===== src/rtl/fetch_unit.sv =====
// Instruction fetch: one outstanding imem request, small output FIFO to
// decode, redirect flush with wrong-path response drop.
module fetch_unit #(
  parameter logic [31:0] RESET_PC  = 32'h0000_0000,
  parameter int          BUF_DEPTH = 2
) (
  input  logic        clk,
  input  logic        reset,
  input  logic        redirect_valid,
  input  logic [31:0] redirect_pc,
  output logic        imem_req_valid,
  input  logic        imem_req_ready,
  output logic [31:0] imem_req_addr,
  input  logic        imem_resp_valid,
  input  logic [31:0] imem_resp_data,
  output logic        out_valid,
  input  logic        out_ready,
  output logic [31:0] out_inst,
  output logic [31:0] out_pc,
  output logic [31:0] out_pc_plus4
);

  localparam int PW = $clog2(BUF_DEPTH);
  localparam int CW = PW + 1;

  typedef enum logic [1:0] {
    S_REQ,
    S_WAIT,
    S_DROP
  } state_t;

  state_t state;
  state_t state_nxt;

  logic [31:0]   fetch_pc;
  logic [31:0]   issued_pc;
  logic [31:0]   inst_q [BUF_DEPTH];
  logic [31:0]   pc_q   [BUF_DEPTH];
  logic [PW-1:0] head;
  logic [PW-1:0] tail;
  logic [CW-1:0] count;

  logic req_fire;
  logic push;
  logic pop;
  logic has_slot;
  logic unused_bits;

  assign unused_bits = ^redirect_pc[1:0];

  assign out_valid = !reset && (count != '0);
  assign pop       = out_valid && out_ready;
  // A pop this cycle frees a slot for the request being issued now.
  assign has_slot  = (count != CW'(BUF_DEPTH)) || pop;
  assign req_fire  = imem_req_valid && imem_req_ready;
  assign push      = (state == S_WAIT) && imem_resp_valid
                     && !redirect_valid;

  assign imem_req_addr = fetch_pc;
  assign out_inst      = inst_q[head];
  assign out_pc        = pc_q[head];
  assign out_pc_plus4  = pc_q[head] + 32'd4;

  always_ff @(posedge clk) begin
    if (reset) begin
      state <= S_REQ;
    end else begin
      state <= state_nxt;
    end
  end

  always_comb begin
    state_nxt = state;
    unique case (state)
      S_REQ: begin
        if (req_fire) begin
          state_nxt = redirect_valid ? S_DROP : S_WAIT;
        end
      end
      S_WAIT: begin
        if (imem_resp_valid) begin
          state_nxt = S_REQ;
        end else if (redirect_valid) begin
          state_nxt = S_DROP;
        end
      end
      S_DROP: begin
        if (imem_resp_valid) begin
          state_nxt = S_REQ;
        end
      end
      default: state_nxt = S_REQ;
    endcase
  end

  always_comb begin
    imem_req_valid = 1'b0;
    unique case (state)
      S_REQ:   imem_req_valid = has_slot && !reset;
      default: imem_req_valid = 1'b0;
    endcase
  end

  always_ff @(posedge clk) begin
    if (reset) begin
      fetch_pc  <= RESET_PC;
      issued_pc <= RESET_PC;
      head      <= '0;
      tail      <= '0;
      count     <= '0;
    end else begin
      if (redirect_valid) begin
        fetch_pc <= {redirect_pc[31:2], 2'b00};
      end else if (req_fire) begin
        fetch_pc <= fetch_pc + 32'd4;
      end
      if (req_fire) begin
        issued_pc <= fetch_pc;
      end
      if (redirect_valid) begin
        head  <= '0;
        tail  <= '0;
        count <= '0;
      end else begin
        if (push) begin
          tail <= tail + PW'(1);
        end
        if (pop) begin
          head <= head + PW'(1);
        end
        count <= count + CW'(push) - CW'(pop);
      end
    end
  end

  always_ff @(posedge clk) begin
    if (push && !reset) begin
      inst_q[tail] <= imem_resp_data;
      pc_q[tail]   <= issued_pc;
    end
  end

endmodule


===== config.mk =====
export PLATFORM = sky130hd
export DESIGN_NAME = fetch_unit
export DESIGN_NICKNAME = d
export VERILOG_FILES = /design/src/rtl/fetch_unit.sv
export SDC_FILE = /design/constraint.sdc
export NUM_CORES = 1
export LEC_CHECK = 0
export ABC_CLOCK_PERIOD_IN_PS = 10300
export CAP_MARGIN = 20
export CORE_ASPECT_RATIO = 1.4
export CORE_MARGIN = 4
export CORE_UTILIZATION = 40
export CTS_CLUSTER_SIZE = 10
export DETAILED_ROUTE_END_ITERATION = 7
export DONT_BUFFER_PORTS = 1
export SLEW_MARGIN = 20
export SYNTH_ARGS = -nofsm -noshare
export SYNTH_HDL_FRONTEND = slang
export SYNTH_SLANG_ARGS = --single-unit

===== constraint.sdc =====
create_clock -name clk -period 10.3 [get_ports clk]
set_input_delay 2.06 -clock clk [delete_from_list [all_inputs] [get_ports clk]]
set_output_delay 2.06 -clock clk [all_outputs]
set_load 0.02 [all_outputs]

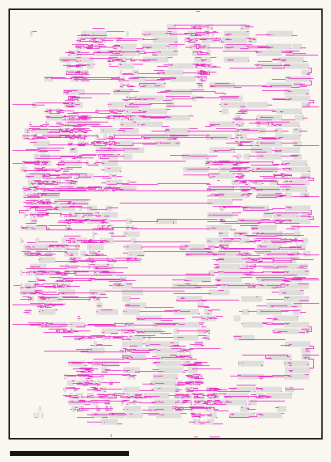
met1.png
The bar under the picture is 50 um long. Cells faint in the background.
share of all routed wire: 41%
longest straight run: 41.4 um

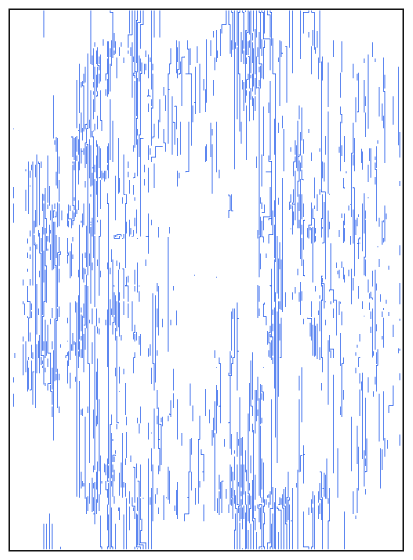
met2.png
nets with wire on the layer: 637
wire length on this layer: 9440 um
main direction: vertical
longest straight run: 86.7 um

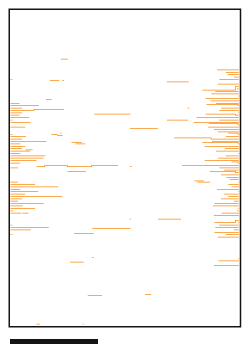
met3.png
The bar under the picture is 50 um long.
main direction: horizontal
nets with wire on the layer: 129
wire length on this layer: 1450 um
share of all routed wire: 7.7%

==> impl_metrics.csv <==
group,metric,value,unit
power,seq_cell_power,0.859,mW
clock_tree,cts_hold_buffers,0,
clock_tree,post_cts_buffers,0,
logic_synthesis,netlist_logic_family_top,"simple AND/OR/NAND/NOR gates",
clock_tree,ctsRootBufferMaster,"clkbuf_16",
grt,grt_use_met3,4.810,%
clock_tree,htreeDepth,4,
grt,grt.overflow.total,0,
floorplanning,row_count,62,
logic_synthesis,syn_avg_cell_area,11.97,sq um
worst_hold_path,min-delay-start,"issued_pc[7]$_SDFFE_PP0P_",
floorplanning,die_h,180.0,um
worst_setup_path,worstRegToRegCells,5,
logic_synthesis,synth_adder_area_share,0.5924,%
logic_synthesis,yosysUniqueCellTypes,56,
final_timing,fin_hold_ws,0.4649,ns
route,drt_first_pass_iters,6,
power,pwr-share-comb,2.9,%
clock_tree,postCtsResizedCells,0,
power,power_frac_clock,41.4,%
clock_tree,clock_path_buffers,2,
finish,n_antenna_cell,0,
route,wl_met1,7670,um
finish,final_area,9201,sq um
worst_setup_path,crit_required,8.24,ns
floorplanning,io_pins,200,
final_timing,period_used_share,56.46,%
final_timing,final.min_clock_period,5.815,ns
final_timing,fin_skew,0.01182,ns
logic_synthesis,syn_area,8448,sq um
flow_run,tool_warnings,28,
route,via_per_inst,5.442,
worst_setup_path,cpLargestDelayFamily,"buffers and inverters",
logic_synthesis,netlist_top_cells_area,"edfxtp_1 (44%), dfxtp_1 (16%), mux2_2 (6.9%), nand2_1 (4.5%), xnor2_1 (3.6%)",
logic_synthesis,async_flop_share,0,%
logic_synthesis,ff_type,"edfxtp_1",
final_timing,finalSetupViolCount,0,
logic_synthesis,top_cell,"edfxtp_1",
clock_tree,clkLatencyLatePin,0.42,ns
outcome,status,"finished, final reports clean",
route,dr_wl_met2,9435,um
logic_synthesis,yosys_warnings,0,
grt,met1_usage,18.94,%
route,ant_nets,0,
placement,port_buffers,0,
route,routed-wl-met3,1446,um
final_timing,hold_viol,0,
worst_setup_path,crit_slowest_cell,"buf_4",
power,power_clock,0.638,mW
route,highest-signal-layer,"met4",
power,p_per_area,167.6,nW/um^2
logic_synthesis,ys_seq_share,59.95,%
finish,largest_reg_flops,64,
logic_synthesis,common_cells,"edfxtp_1 (124), nand2_1 (101), dfxtp_1 (67), mux2_2 (52), a21oi_1 (46)",
worst_setup_path,slowest_delay,0.71,ns
power,vdd_drop_max,100.5,uV
floorplanning,coreArea,20630,sq um
power,seqPwrFrac,55.7,%
finish,top_regs,"inst_q (64), pc_q (60)",
grt,grt_pass1_wl,29260,um
clock_tree,path_clk_slew,0.07,ns
worst_hold_path,worstHoldPathType,"flop to flop",
power,power.switching,0.3557,mW
finish,layout_top_cell,"edfxtp_1",
finish,drive_gt1_share,15.98,%
final_timing,fmax,0.1720,GHz
placement,dp.cells,931,
grt,antenna_found_initial,0,
worst_hold_path,min_path_cells,0,
final_timing,finalMaxSlewViolations,0,
power,pg_comb,0.0450,mW
clock_tree,cts_made_buffers,17,
finish,area_delta_synth_final,8.916,%
logic_synthesis,xor_area_share,5.184,%
finish,finalNonFillerCells,963,
placement,dp_hpwl,13430,um
logic_synthesis,ys.flops,191,
worst_setup_path,worstReg2RegStart,"imem_req_addr[5]$_SDFFE_PP0P_",
worst_setup_path,crit_path_start_kind,"flop",
-- metrics by stage --
| stage | total power [mW] | setup WS [ns] |
|---|---|---|
| after floorplan | 0.9123 | 1.068 |
| after global placement | 0.9195 | 4.883 |
| after detailed placement | 0.9223 | 4.786 |
| after CTS | 1.563 | 4.307 |
| after global routing | 1.602 | 4.181 |
| final | 1.542 | 4.485 |
-- cell type report --
class / count / area, sq um / area share, %
Clock buffer: 18 / 429.2 / 4.664
Sequential cell: 191 / 5069 / 55.09
Timing Repair Buffer: 5 / 37.54 / 0.4079
Tap cell: 256 / 320.3 / 3.481
Multi-Input combinational cell: 461 / 3129 / 34.01
Clock inverter: 14 / 148.9 / 1.618
Inverter: 18 / 67.56 / 0.7343
Power and IR drop assume default switching activity.
